**config.mk**
```make
export PLATFORM = sky130hd
export DESIGN_NAME = alu_seq
export DESIGN_NICKNAME = d
export VERILOG_FILES = /design/src/rtl/alu_seq.sv
export SDC_FILE = /design/constraint.sdc
export NUM_CORES = 1
export LEC_CHECK = 0
export ABC_CLOCK_PERIOD_IN_PS = 11810
export CAP_MARGIN = 15
export CORE_ASPECT_RATIO = 1.5
export CORE_MARGIN = 10
export CORE_UTILIZATION = 60
export CTS_CLUSTER_SIZE = 24
export DETAILED_ROUTE_END_ITERATION = 7
export PLACE_DENSITY = 0.9
export SLEW_MARGIN = 40
export SYNTH_ARGS = -nofsm -noshare
export SYNTH_HDL_FRONTEND = slang
export SYNTH_SLANG_ARGS = --single-unit
```
**constraint.sdc**
```tcl
create_clock -name clk -period 11.81 [get_ports clk]
set_input_delay 2.9525 -clock clk [delete_from_list [all_inputs] [get_ports clk]]
set_output_delay 2.9525 -clock clk [all_outputs]
set_load 0.01 [all_outputs]
```
**src/rtl/alu_seq.sv**
```systemverilog
// ----------------------------------------------------------------------------
// alu_seq -- multi-cycle ALU datapath driven by the ALU-control funct code.
//
// ADD, SUB and OR (and unrecognised codes) finish in a single execute cycle.
// SRL shifts one bit position per cycle, so it takes as many extra cycles as
// the shift amount. A start/busy/done handshake lets the CPU controller stall
// until the result is valid.
//
// Parameters:
//   WIDTH    operand/result width in bits
//   SHAMT_W  shift-amount width (2**SHAMT_W >= WIDTH)
//
// Ports:
//   clk       in   rising-edge clock
//   rst       in   synchronous, active-high reset (overrides everything)
//   start     in   request, sampled only while idle
//   funct     in   6-bit operation code
//   src1      in   operand A / SRL shift source
//   src2      in   operand B
//   shamt     in   SRL shift amount
//   busy      out  high from the cycle after acceptance until done
//   done      out  one-cycle pulse; result and flags valid, then held
//   result    out  registered result
//   zero      out  registered (result == 0)
//   overflow  out  registered signed overflow (ADD/SUB only)
//   illegal   out  registered: accepted funct was unrecognised
// ----------------------------------------------------------------------------
module alu_seq #(
    parameter int unsigned WIDTH   = 32,
    parameter int unsigned SHAMT_W = 5
) (
    input  logic               clk,
    input  logic               rst,
    input  logic               start,
    input  logic [5:0]         funct,
    input  logic [WIDTH-1:0]   src1,
    input  logic [WIDTH-1:0]   src2,
    input  logic [SHAMT_W-1:0] shamt,
    output logic               busy,
    output logic               done,
    output logic [WIDTH-1:0]   result,
    output logic               zero,
    output logic               overflow,
    output logic               illegal
);

    typedef enum logic [1:0] {
        S_IDLE,
        S_EXEC,
        S_SHIFT,
        S_DONE
    } state_t;

    typedef enum logic [5:0] {
        OP_ADD = 6'b001001,
        OP_SUB = 6'b001010,
        OP_OR  = 6'b010010,
        OP_SRL = 6'b100010
    } op_t;

    state_t             state_q;

    // Operands captured on acceptance; live inputs are ignored while busy.
    logic [WIDTH-1:0]   a_q;
    logic [WIDTH-1:0]   b_q;
    logic [5:0]         funct_q;
    logic [SHAMT_W-1:0] shamt_q;

    // Serial shifter state.
    logic [WIDTH-1:0]   shreg_q;
    logic [SHAMT_W-1:0] cnt_q;

    // Registered outputs.
    logic [WIDTH-1:0]   result_q;
    logic               zero_q;
    logic               ovf_q;
    logic               ill_q;
    logic               busy_q;
    logic               done_q;

    // Single-cycle execute results, computed from the captured operands.
    logic [WIDTH-1:0]   sum_d;
    logic [WIDTH-1:0]   diff_d;
    logic [WIDTH-1:0]   exec_res_d;
    logic               exec_ovf_d;
    logic               exec_ill_d;
    logic               exec_is_shift_d;
    logic [WIDTH-1:0]   shift_next_d;

    always_comb begin
        sum_d           = a_q + b_q;
        diff_d          = a_q - b_q;
        exec_res_d      = '0;
        exec_ovf_d      = 1'b0;
        exec_ill_d      = 1'b0;
        exec_is_shift_d = 1'b0;
        shift_next_d    = shreg_q >> 1;

        case (funct_q)
            OP_ADD: begin
                exec_res_d = sum_d;
                // Same-sign operands producing an opposite-sign sum.
                exec_ovf_d = (a_q[WIDTH-1] == b_q[WIDTH-1]) &&
                             (sum_d[WIDTH-1] != a_q[WIDTH-1]);
            end
            OP_SUB: begin
                exec_res_d = diff_d;
                // Opposite-sign operands where the sign of A is not preserved.
                exec_ovf_d = (a_q[WIDTH-1] != b_q[WIDTH-1]) &&
                             (diff_d[WIDTH-1] != a_q[WIDTH-1]);
            end
            OP_OR: begin
                exec_res_d = a_q | b_q;
            end
            OP_SRL: begin
                // A zero shift completes here with the unshifted source;
                // otherwise the serial shifter takes over.
                exec_res_d      = a_q;
                exec_is_shift_d = (shamt_q != '0);
            end
            default: begin
                exec_res_d = '0;
                exec_ill_d = 1'b1;
            end
        endcase
    end

    always_ff @(posedge clk) begin
        if (rst) begin
            state_q  <= S_IDLE;
            a_q      <= '0;
            b_q      <= '0;
            funct_q  <= '0;
            shamt_q  <= '0;
            shreg_q  <= '0;
            cnt_q    <= '0;
            result_q <= '0;
            zero_q   <= 1'b1;
            ovf_q    <= 1'b0;
            ill_q    <= 1'b0;
            busy_q   <= 1'b0;
            done_q   <= 1'b0;
        end else begin
            case (state_q)
                S_IDLE: begin
                    done_q <= 1'b0;
                    if (start) begin
                        a_q     <= src1;
                        b_q     <= src2;
                        funct_q <= funct;
                        shamt_q <= shamt;
                        busy_q  <= 1'b1;
                        state_q <= S_EXEC;
                    end
                end

                S_EXEC: begin
                    if (exec_is_shift_d) begin
                        shreg_q <= a_q;
                        cnt_q   <= shamt_q;
                        state_q <= S_SHIFT;
                    end else begin
                        result_q <= exec_res_d;
                        zero_q   <= (exec_res_d == '0);
                        ovf_q    <= exec_ovf_d;
                        ill_q    <= exec_ill_d;
                        busy_q   <= 1'b0;
                        done_q   <= 1'b1;
                        state_q  <= S_DONE;
                    end
                end

                S_SHIFT: begin
                    shreg_q <= shift_next_d;
                    cnt_q   <= cnt_q - 1'b1;
                    // Last shift: the post-shift value is the result, so it
                    // is taken from the combinational next value, not shreg_q.
                    if (cnt_q == SHAMT_W'(1)) begin
                        result_q <= shift_next_d;
                        zero_q   <= (shift_next_d == '0);
                        ovf_q    <= 1'b0;
                        ill_q    <= 1'b0;
                        busy_q   <= 1'b0;
                        done_q   <= 1'b1;
                        state_q  <= S_DONE;
                    end
                end

                S_DONE: begin
                    // start is deliberately ignored here.
                    done_q  <= 1'b0;
                    state_q <= S_IDLE;
                end

                default: begin
                    busy_q  <= 1'b0;
                    done_q  <= 1'b0;
                    state_q <= S_IDLE;
                end
            endcase
        end
    end

    assign busy     = busy_q;
    assign done     = done_q;
    assign result   = result_q;
    assign zero     = zero_q;
    assign overflow = ovf_q;
    assign illegal  = ill_q;

endmodule

```
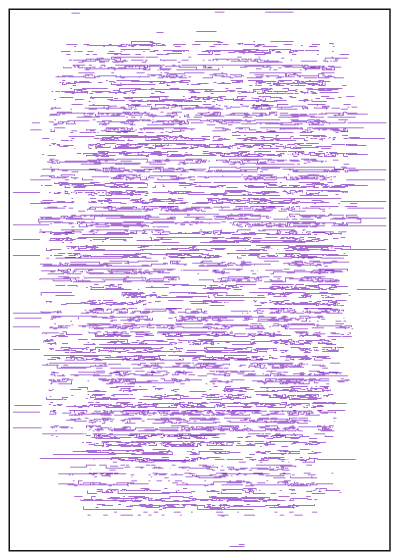
Fig. 1. Met1 routing (run 1).
longest straight run	41.9 um
nets with wire on the layer	1,575
wire length on this layer	14,200 um
main direction	horizontal
share of all routed wire	37%

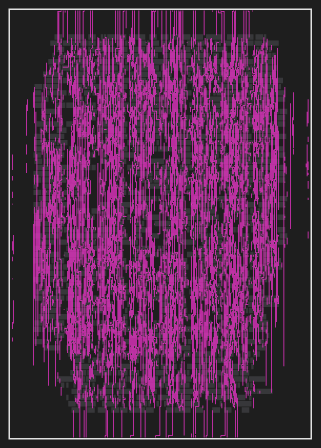
Fig. 2. The metal 2 layer (run 1).
share of all routed wire	50%
wire length on this layer	19,200 um

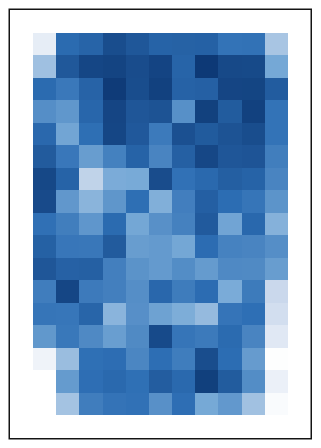
Fig. 3. Cell area per tile (run 1).
The die is cut into 13 by 19 equal tiles; white is low, dark blue is high, 0 to 100% covered.
fullest tile	96%
nearly empty tiles	26%
tiles over 75% full	32%
mean over tiles	52%
Post-Route Utilization: 0.704
core area: 18,500 um^2
Starting Density: 0.606

run 1: per-layer routing:
| metal | share of wire | vias to the layer above | track usage |
|---|---|---|---|
| li1 | - | 5509 | - |
| met1 | 0.37 | 5486 | 0.329 |
| met2 | 0.50 | 610 | 0.522 |
| met3 | 0.070 | 156 | 0.0513 |
| met4 | 0.062 | 0 | 0.191 |
| met5 | 0 | - | 0 |
run 1: sequential cells by signal, summed over array words and instances, names as in the netlist, 2 cells and up:
| name | count |
|---|---|
| state_q | 2 |
| result | 32 |
| a_q | 32 |
| shamt_q | 5 |
| b_q | 32 |
| funct_q | 6 |
| shreg_q | 31 |
| cnt_q | 5 |
run 1: cell usage in the layout, fill, tap and decap left out, drive strengths merged, types with 13 or more instances in the layout:
| master | Yosys | layout |
|---|---|---|
| clkbuf | 89 | 17 |
| a21oi | 167 | 167 |
| nor4 | 19 | 19 |
| nor2b | 13 | 13 |
| ha | 109 | 109 |
| o221ai | 13 | 13 |
| nor3 | 29 | 29 |
| buf | 9 | 13 |
| a211oi | 42 | 42 |
| inv | 107 | 114 |
| a221oi | 20 | 20 |
| nand2 | 215 | 215 |
| mux2i | 38 | 38 |
| a222oi | 18 | 18 |
| nor2 | 145 | 145 |
| o21ai | 59 | 59 |
| dfxtp | 150 | 150 |
| nand3 | 16 | 16 |
| o31ai | 13 | 13 |
| clkdlybuf4s50 | 0 | 113 |
run 1: area by class of cell:
class	count	area, um^2
fill	1491	5470
multi-input combinational	1145	7450
tap	252	315
sequential	150	3000
timing repair buffer	126	1230
clock buffer	17	425
clock inverter	15	163
inverter	108	405
run 1: worst max-delay path, delay by kind of cell, from the launching register on:
family / cells / cell delay [ps]
DFF: 1 / 330
buffers and inverters: 3 / 990
AOI/OAI and AO/OA: 3 / 490
and+or+nand+nor: 8 / 2780
adders and majority gates: 1 / 290
==> flow_metrics.tcl, run 1 <==
# flow metrics
set metrics [dict create \
    synth_cells 1501 \
    first_pass_iters 6 \
    async_flop_share 0 \
    setup_viol 0 \
    internal_power_uw 1420 \
    routedWlPerCell_um 21.2 \
    setup_tns_ps 0 \
    rsz0062_at_grt "false" \
    status "completed" \
    antenna_left 0 \
    cts_sinks 150 \
    arrival_ps 5360 \
    comb-power_uw 1320 \
    path_cells "inv_1 > ha_2 > buf_4 > nor2_1 > a21oi_1 > nand2_1 > buf_4 > or4_1 > nor4_2 > o2111ai_1 > or4_1 > or4_1 > or4_1 > or4_1 > o21ai_1" \
    leakage_uw 0.00479 \
    synth_area_um2 11200 \
    place.gp.congestion 0.976 \
    avgSynthCellArea_um2 7.45 \
    synth_area_leader_cell "dfxtp_1" \
    yosysTopAreaCellShare 0.268 \
    grt_pass1_vias 11400 \
    grt_pass1_wl_mm 60.7 \
    die_area_um2 24600 \
    antenna-diode-count 0 \
    post-route-period-util 0.422 \
]
Fig. 4: run 1, where the registers sit
Other sequential cells in the stronger gray, the rest of the logic in the fainter gray.
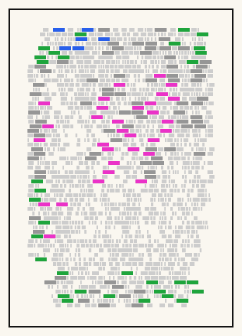

==> run 1 -> run 2 <==
--- a/config.mk
+++ b/config.mk
@@ -5,14 +5,14 @@
 export SDC_FILE = /design/constraint.sdc
 export NUM_CORES = 1
 export LEC_CHECK = 0
-export ABC_CLOCK_PERIOD_IN_PS = 11810
+export ABC_CLOCK_PERIOD_IN_PS = 4900
 export CAP_MARGIN = 15
 export CORE_ASPECT_RATIO = 1.5
 export CORE_MARGIN = 10
-export CORE_UTILIZATION = 60
+export CORE_UTILIZATION = 58
 export CTS_CLUSTER_SIZE = 24
 export DETAILED_ROUTE_END_ITERATION = 7
-export PLACE_DENSITY = 0.9
+export PLACE_DENSITY = 0.87
 export SLEW_MARGIN = 40
 export SYNTH_ARGS = -nofsm -noshare
 export SYNTH_HDL_FRONTEND = slang
==> constraint.sdc (replaced) <==
create_clock -name clk -period 4.9 [get_ports clk]
set_input_delay 1.225 -clock clk [delete_from_list [all_inputs] [get_ports clk]]
set_output_delay 1.225 -clock clk [all_outputs]
set_load 0.01 [all_outputs]
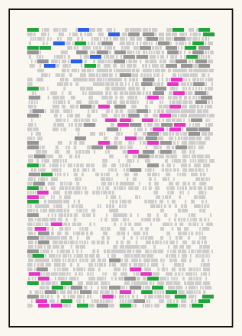
Fig. 5. Where the registers sit (run 2).
Other sequential cells in the stronger gray, the rest of the logic in the fainter gray.
color	signal	sequential cells
blue	`funct_q`	6
green	`b_q`	32
magenta	`shreg_q`	31
not colored	81

==> flow_metrics.tcl, run 2 <==
# flow metrics
set metrics [dict create \
    arrival_ps 4930 \
    post-route-period-util 0.929 \
    async_flop_share 0 \
    synth_area_leader_cell "dfxtp_1" \
    core_area_um2 19100 \
    ys_ff 150 \
    setup_viol 0 \
    antenna_left 0 \
    register_area_um2 3000 \
    synth_area_um2 11200 \
    rsz0062_at_grt "false" \
    synth_cells 1501 \
    yosysTopAreaCellShare 0.268 \
    lay_top_cells "nand2_1, a21oi_1, dfxtp_1" \
    grt_pass1_vias 11800 \
    n_fill_cell 1584 \
    power_density_nw_per_um2 495 \
    status "completed" \
    antenna-diode-count 0 \
    leakage_uw 0.00493 \
    setup_tns_ps 0 \
    mi_logic_area_um2 7450 \
    grt_pass1_wl_mm 64.5 \
    place.gp.congestion 1.03 \
    utilization 0.693 \
    avgSynthCellArea_um2 7.45 \
    routedWlPerCell_um 22.4 \
    die_area_um2 25400 \
]
run 2: cell counts after synthesis:
Identical to the previous run, type by type.
run 2: routing by layer:
layer	up-vias	GRT usage	share of wire
li1	5558	-	-
met1	5576	0.341	0.36
met2	596	0.550	0.50
met3	195	0.0507	0.067
met4	0	0.239	0.075
met5	-	0	0
run 2: area by class of cell:
cell class / count / area share
well taps: 256 / 0.0242
flip-flops and latches: 150 / 0.227
multi-input cells: 1145 / 0.564
repair buffers: 155 / 0.110
clock inverters: 14 / 0.0108
clock buffers: 18 / 0.0332
inverters: 108 / 0.0307
run 2: power breakdown:
| part | internal [uW] | switching, uW | leakage, uW |
|---|---|---|---|
| logic | 1290 | 2100 | 0.00343 |
| clock network | 725 | 592 | 0.000278 |
| registers | 1490 | 353 | 0.00122 |
run 2: cells by family (layout without fill, tap and decap cells):
family          after synthesis  after routing
buf+inv                     206            295
xor+xnor                      4              4
flops                       150            150
fa+ha+maj                   111            111
simple gates                507            507
compound gates              483            483
mux                          40             40
run 2: worst paths after layout:
kind	from	end	slack, ps	depth (start not counted)
setup / recovery	a_q[1]$_SDFFE_PP0P_	zero$_SDFFE_PP1P_	350	14
hold / removal	result[2]$_SDFFE_PP0P_	result[2]$_SDFFE_PP0P_	470	2
hold reg to reg	result[2]$_SDFFE_PP0P_	result[2]$_SDFFE_PP0P_	470	2
setup reg to reg	a_q[1]$_SDFFE_PP0P_	zero$_SDFFE_PP1P_	350	14
run 2: worst max-delay path, cell delays in order (launching register included):
cell	delay [ps]
dfxtp_1	490
inv_1	140
ha_1	340
o21ba_1	220
nor4_1	230
buf_4	200
nor2_1	50
a221o_1	350
a21oi_1	290
o2111ai_1	160
or4_1	410
or4_1	530
or4_1	420
or4_1	520
o21ai_1	130
Power is estimated from default activity; no workload was simulated.
